==> src/rtl/muldiv_arbiter.sv <==
// rtl/muldiv_arbiter.sv - two-hart round-robin front end for a shared single-issue mul/div unit
module muldiv_arbiter #(
    parameter int XLEN        = 32,
    parameter int REG_ADDR_W  = 5,
    parameter int TIMEOUT_CYC = 255
) (
    input  logic                    clk,
    input  logic                    rst_n,
    input  logic [1:0]              req_valid,
    output logic [1:0]              req_ready,
    input  logic [5:0]              req_op,
    input  logic [2*XLEN-1:0]       req_a,
    input  logic [2*XLEN-1:0]       req_b,
    input  logic [2*REG_ADDR_W-1:0] req_rd,
    input  logic [1:0]              flush,
    output logic                    muldiv_start,
    output logic [2:0]              muldiv_op,
    output logic [XLEN-1:0]         muldiv_a,
    output logic [XLEN-1:0]         muldiv_b,
    output logic                    muldiv_hart_id,
    output logic [REG_ADDR_W-1:0]   muldiv_rd,
    input  logic                    muldiv_busy,
    input  logic                    muldiv_done,
    input  logic [XLEN-1:0]         muldiv_result,
    input  logic                    muldiv_done_hart_id,
    input  logic [REG_ADDR_W-1:0]   muldiv_done_rd,
    output logic [1:0]              resp_valid,
    output logic [XLEN-1:0]         resp_result,
    output logic [REG_ADDR_W-1:0]   resp_rd,
    output logic                    err_timeout,
    output logic                    err_spurious
);

    typedef enum logic [1:0] {IDLE, ISSUE, WAIT} state_t;

    localparam logic [7:0] TMO = 8'(TIMEOUT_CYC);

    state_t                  state_q, state_d;
    logic                    last_grant_q, last_grant_d;
    logic [7:0]              cnt_q, cnt_d;
    logic                    killed_q, killed_d;
    logic [2:0]              op_q, op_d;
    logic [XLEN-1:0]         a_q, a_d, b_q, b_d;
    logic                    hart_q, hart_d;
    logic [REG_ADDR_W-1:0]   rd_q, rd_d;
    logic [1:0]              resp_valid_q, resp_valid_d;
    logic [XLEN-1:0]         resp_result_q, resp_result_d;
    logic [REG_ADDR_W-1:0]   resp_rd_q, resp_rd_d;
    logic                    err_t_q, err_t_d, err_s_q, err_s_d;

    logic                    grant_hart;
    logic                    flush_cur;
    logic                    match_done;
    logic                    kill_now;

    // With both harts requesting, the one not served last wins.
    assign grant_hart = (req_valid == 2'b11) ? ~last_grant_q : req_valid[1];
    assign req_ready  = (state_q == IDLE) ?
                        (req_valid & (grant_hart ? 2'b10 : 2'b01)) : 2'b00;

    assign flush_cur    = flush[hart_q];
    assign match_done   = muldiv_done && (state_q == WAIT) && (muldiv_done_hart_id == hart_q);
    assign kill_now     = killed_q | flush_cur;
    assign muldiv_start = (state_q == ISSUE) && !muldiv_busy && !flush_cur;

    always_comb begin
        state_d       = state_q;
        last_grant_d  = last_grant_q;
        cnt_d         = cnt_q;
        killed_d      = killed_q;
        op_d          = op_q;
        a_d           = a_q;
        b_d           = b_q;
        hart_d        = hart_q;
        rd_d          = rd_q;
        resp_valid_d  = 2'b00;
        resp_result_d = resp_result_q;
        resp_rd_d     = resp_rd_q;
        err_t_d       = err_t_q;
        err_s_d       = err_s_q | (muldiv_done && !match_done);

        case (state_q)
            IDLE: begin
                if (|req_ready) begin
                    op_d         = req_op[3*grant_hart +: 3];
                    a_d          = req_a[XLEN*grant_hart +: XLEN];
                    b_d          = req_b[XLEN*grant_hart +: XLEN];
                    rd_d         = req_rd[REG_ADDR_W*grant_hart +: REG_ADDR_W];
                    hart_d       = grant_hart;
                    last_grant_d = grant_hart;
                    killed_d     = 1'b0;
                    state_d      = ISSUE;
                end
            end
            ISSUE: begin
                if (flush_cur) begin
                    state_d = IDLE;
                end else if (!muldiv_busy) begin
                    cnt_d   = '0;
                    state_d = WAIT;
                end
            end
            WAIT: begin
                // A killed op still drains through the unit; only the response is suppressed.
                killed_d = kill_now;
                if (match_done) begin
                    resp_valid_d[hart_q] = !kill_now;
                    if (!kill_now) begin
                        resp_result_d = muldiv_result;
                        resp_rd_d     = muldiv_done_rd;
                    end
                    state_d = IDLE;
                end else if (cnt_q == TMO) begin
                    err_t_d              = 1'b1;
                    resp_valid_d[hart_q] = !kill_now;
                    if (!kill_now) begin
                        resp_result_d = '1;
                        resp_rd_d     = rd_q;
                    end
                    state_d = IDLE;
                end else begin
                    cnt_d = cnt_q + 8'd1;
                end
            end
            default: state_d = IDLE;
        endcase
    end

    always_ff @(posedge clk) begin
        if (!rst_n) begin
            state_q       <= IDLE;
            last_grant_q  <= 1'b1;
            cnt_q         <= '0;
            killed_q      <= 1'b0;
            op_q          <= '0;
            a_q           <= '0;
            b_q           <= '0;
            hart_q        <= 1'b0;
            rd_q          <= '0;
            resp_valid_q  <= 2'b00;
            resp_result_q <= '0;
            resp_rd_q     <= '0;
            err_t_q       <= 1'b0;
            err_s_q       <= 1'b0;
        end else begin
            state_q       <= state_d;
            last_grant_q  <= last_grant_d;
            cnt_q         <= cnt_d;
            killed_q      <= killed_d;
            op_q          <= op_d;
            a_q           <= a_d;
            b_q           <= b_d;
            hart_q        <= hart_d;
            rd_q          <= rd_d;
            resp_valid_q  <= resp_valid_d;
            resp_result_q <= resp_result_d;
            resp_rd_q     <= resp_rd_d;
            err_t_q       <= err_t_d;
            err_s_q       <= err_s_d;
        end
    end

    assign muldiv_op      = op_q;
    assign muldiv_a       = a_q;
    assign muldiv_b       = b_q;
    assign muldiv_hart_id = hart_q;
    assign muldiv_rd      = rd_q;
    assign resp_valid     = resp_valid_q;
    assign resp_result    = resp_result_q;
    assign resp_rd        = resp_rd_q;
    assign err_timeout    = err_t_q;
    assign err_spurious   = err_s_q;

endmodule
==> config.mk <==
export PLATFORM = sky130hd
export DESIGN_NAME = muldiv_arbiter
export DESIGN_NICKNAME = d
export VERILOG_FILES = /design/src/rtl/muldiv_arbiter.sv
export SDC_FILE = /design/constraint.sdc
export NUM_CORES = 1
export LEC_CHECK = 0
export CORE_MARGIN = 5
export CORE_UTILIZATION = 39
export DETAILED_ROUTE_END_ITERATION = 12
export PLACE_DENSITY = 0.86
export SLEW_MARGIN = 20
export SYNTH_ARGS = -nofsm -noshare
export SYNTH_HDL_FRONTEND = slang
export SYNTH_SLANG_ARGS = --single-unit
export TNS_END_PERCENT = 20
==> constraint.sdc <==
create_clock -name clk -period 2 [get_ports clk]
set_clock_uncertainty 0.1 [all_clocks]
set_input_delay 0.4 -clock clk [delete_from_list [all_inputs] [get_ports clk]]
set_output_delay 0.4 -clock clk [all_outputs]
set_load 0.01 [all_outputs]
Fig. 1: register map, names as in the netlist
The bar under the picture is 50 um long.
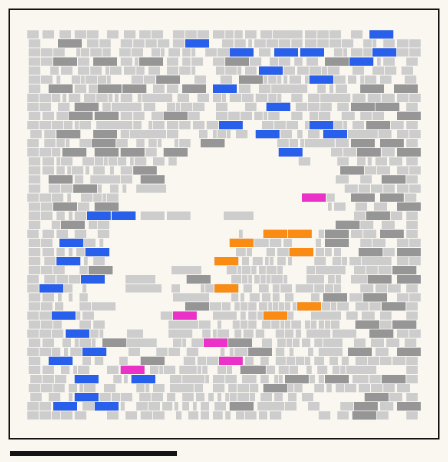
legend:
  muldiv_rd:
    colour: magenta
    flops: 5
    where: bottom middle
  muldiv_a:
    colour: blue
    flops: 32
    where: spread over the die
  cnt_q:
    colour: orange
    flops: 8
not coloured: 81

Fig. 2: wiring by layer
The bar under the picture is 50 um long.
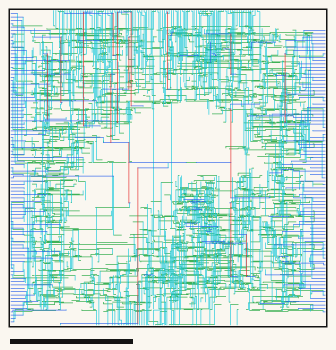
legend:
  met4:
    colour: red
    wire_length: 494 um
  met1:
    colour: green
    wire_length: 7130 um
  met3:
    colour: blue
    wire_length: 1940 um
  met2:
    colour: cyan
    wire_length: 9290 um

Fig. 3: routing congestion
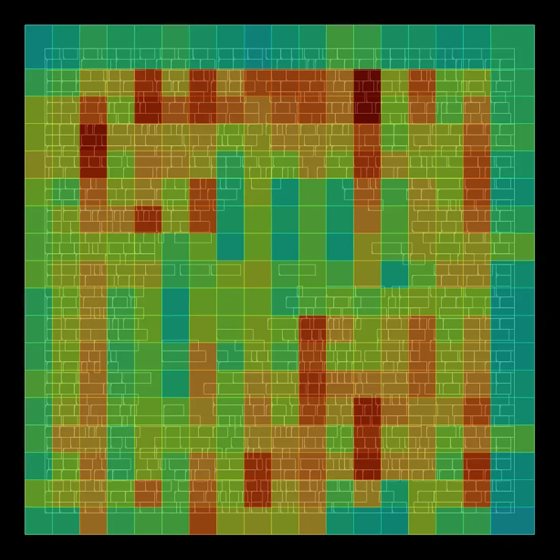
GR Layer Usage met3: 0.07763
Layout Utilization: 0.6955
GRT met2 Usage: 0.3816

Fig. 4: gate families picked out
The bar under the picture is 50 um long.
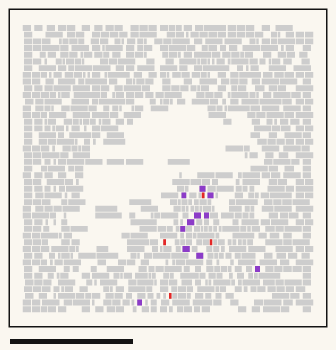
legend:
  AND and OR gates:
    colour: purple
    cells: 11
  inverters:
    colour: red
    cells: 4
    most_used: inv_1
    where: bottom middle

==> GITHUB_STEP_SUMMARY <==
## Synthesis and layout report

| Metric | Value |
|---|---|
| Status | `complete, no violations` |
| Largest net degree at the start of global routing | `between 40 and 50` |
| Sequential cell area | `2524 um2` |
| Chip Area, Yosys | `5461 um2` |
| Vias after detailed routing | `5557` |
| Max-Cap Viols | `0` |
| Worst-margin pin slew | `between 0.4 and 0.5 ns` |
| Crit end category | `primary output` |
| H-tree Lvls | `4` |
| Layout cells sized above 1 | `0.1274` |
| Req. time, crit path | `about 1.5 ns` |
| Seq pwr share | `0.358` |
| Final setup viols | `0` |
| WP data arrival | `approximately 1.4 ns` |
| Top FF cell, synth | `dfxtp_1` |
| Nets@finish | `1058` |
| Type of origin of the critical path | `input port` |
| Root Buffer Master | `clkbuf_16` |
| Max-slew violation count | `0` |
| Most area-hungry cell type in the Yosys netlist | `dfxtp_1` |
| Total Routed Length | `approximately 19 mm` |
| Power, Total | `between 7 and 8 mW` |
| Chip area | `roughly 16000 um2` |
| Sw Share | `0.2452` |
| Iteration count of the initial detailed-routing pass | `7` |
| Die X-Extent | `around 130 um` |
| Ant diodes | `0` |
| P_int | `around 6 mW` |
| Avg Cell Area, Syn | `between 9 and 10 um2` |
| Top cells by count, synth | `126 x dfxtp_1, 84 x nor2_1, 75 x a211oi_1` |
| Synth top cell by count | `dfxtp_1` |
| PwrDens | `827.0 nW/um2` |
| Number of fill cells | `about 1000` |
| Post-CTS Setup Bufs | `0` |
| Chip height | `around 130 um` |
| First-pass GRT wire length | `around 28 mm` |
| Synth-to-Final Area Change | `76.08%` |
| Syn Inst Count | `roughly 550` |
| Psw | `1.950 mW` |
| Min Tclk post-route | `about 1.9 ns` |
| DRT antenna net count | `0` |
| Vias in the first global route | `around 5400` |
| Clock power frac | `0.428` |
| Critical path class | `input port to primary output` |
| DR WL/cell | `between 15 and 20 um` |
| IO buf count | `roughly 310` |
| Synth warn | `0` |
| CP cell instances | `clkdlybuf4s50_1, a21boi_4, nor2_1, dlygate4sd2_1` |
| Top Ports | `307` |
| Fmax | `about 520 MHz` |
| Max-slew headroom | `0.7125` |
| Clock Latency Late Sink | `0.41 ns` |
| DRC | `0` |
| Core area | `~14000 um2` |
| Asr flop ratio synth | `0` |
| Row cnt | `43` |
| TritonCTS clock tree | `done` |
| Lkg Pwr | `between 3 and 4 nW` |
| Initial antenna violation count | `0` |
| Logic area | `~2700 um2` |
| Peak VDD IR | `0.0005766 V` |
[critical path: cells and delay by family]
family	cells	cell delay (ns)
AND-OR/OR-AND	1	0.19
buffers and inverters	2	0.76
AND/OR/NAND/NOR	1	0.06
[path summary, 6_finish.rpt]
path,endpoint,depth (start not counted),slack (ns),start
min,err_spurious,2,0.37,err_spurious
max,req_ready[0],4,0.09,req_valid[1]
min reg2reg,err_spurious,2,0.37,err_spurious
max reg2reg,resp_rd[0],6,0.11,muldiv_hart_id
[stage by stage]
stage / cells / TNS [ns] / setup slack (ns)
floorplan: 549 / 0 / 0.1966
global placement: 1028 / -8.871 / -0.2489
detailed placement: 1028 / -14.69 / -0.2780
CTS: 1059 / -0.005304 / -0.005304
global route: 1059 / -0.02025 / -0.02025
finish: 1059 / 0 / 0.09413
[power by group through the flow]
stage / clock (mW) / combinational, mW / sequential, mW
6_report: 3.40 / 1.70 / 2.85
5_1_grt: 3.58 / 1.84 / 2.87
4_1_cts: 3.47 / 1.72 / 2.85
3_5_place_dp: 0 / 1.71 / 2.90
3_3_place_gp: 0 / 1.68 / 2.88
2_1_floorplan: 0 / 0.611 / 2.96
[final cells by class]
type,count,share of cell area
Tap cell,180,0.02342
Inverter,4,0.001561
Clock inverter,11,0.01952
Sequential cell,126,0.2624
Multi-Input combinational cell,365,0.2791
Timing Repair Buffer,353,0.3655
Clock buffer,20,0.04853
[state kept, by name (all words and copies together) (netlist names), 2 cells and up]
name         count
resp_result     32
state_q          2
resp_rd          5
muldiv_a        32
cnt_q            8
muldiv_rd        5
resp_valid       2
muldiv_b        32
muldiv_op        3
[layer usage]
| metal | global-route usage | vias to the layer above | part of all wire |
|---|---|---|---|
| met1 | 0.2442 | 2555 | 0.38 |
| met3 | 0.07763 | 34 | 0.10 |
| met4 | 0.08989 | 0 | 0.026 |
| li1 | - | 2697 | - |
| met5 | 0 | - | 0 |
| met2 | 0.3816 | 271 | 0.49 |
[placed cells by master (no fill, tap or decap), drive strengths merged, types with 2 or more instances in the layout]
master         instances
a211o                  5
a211oi                75
a21oi                  8
a221o                  2
a221oi                 5
a31oi                  3
and2                   2
and3                   5
and3b                  3
buf                   47
bufinv                 5
clkbuf                22
clkdlybuf4s50        301
clkinv                 3
clkinvlp               3
dfxtp                126
dlygate4sd2            3
inv                    4
mux2i                 73
nand2                 11
nand3                 18
nand3b                 7
nand4                  7
nor2                  84
nor2b                  2
nor3                   3
nor3b                  2
o21ai                  8
o221a                 32
[logic make-up (layout without fill, tap and decap cells)]
kind of cell,count (synthesis),in the layout,share of synthesized area
flip-flops,126,126,0.4619
buffers and inverters,58,388,0.05498
XOR/XNOR,2,2,0.003208
AND/OR/NAND/NOR,145,145,0.1233
multiplexers,73,73,0.1361
adder cells (fa/ha/maj),1,1,0.002291
AND-OR/OR-AND,144,144,0.2183
No activity file was given, so power comes from the tool's default toggle rates.
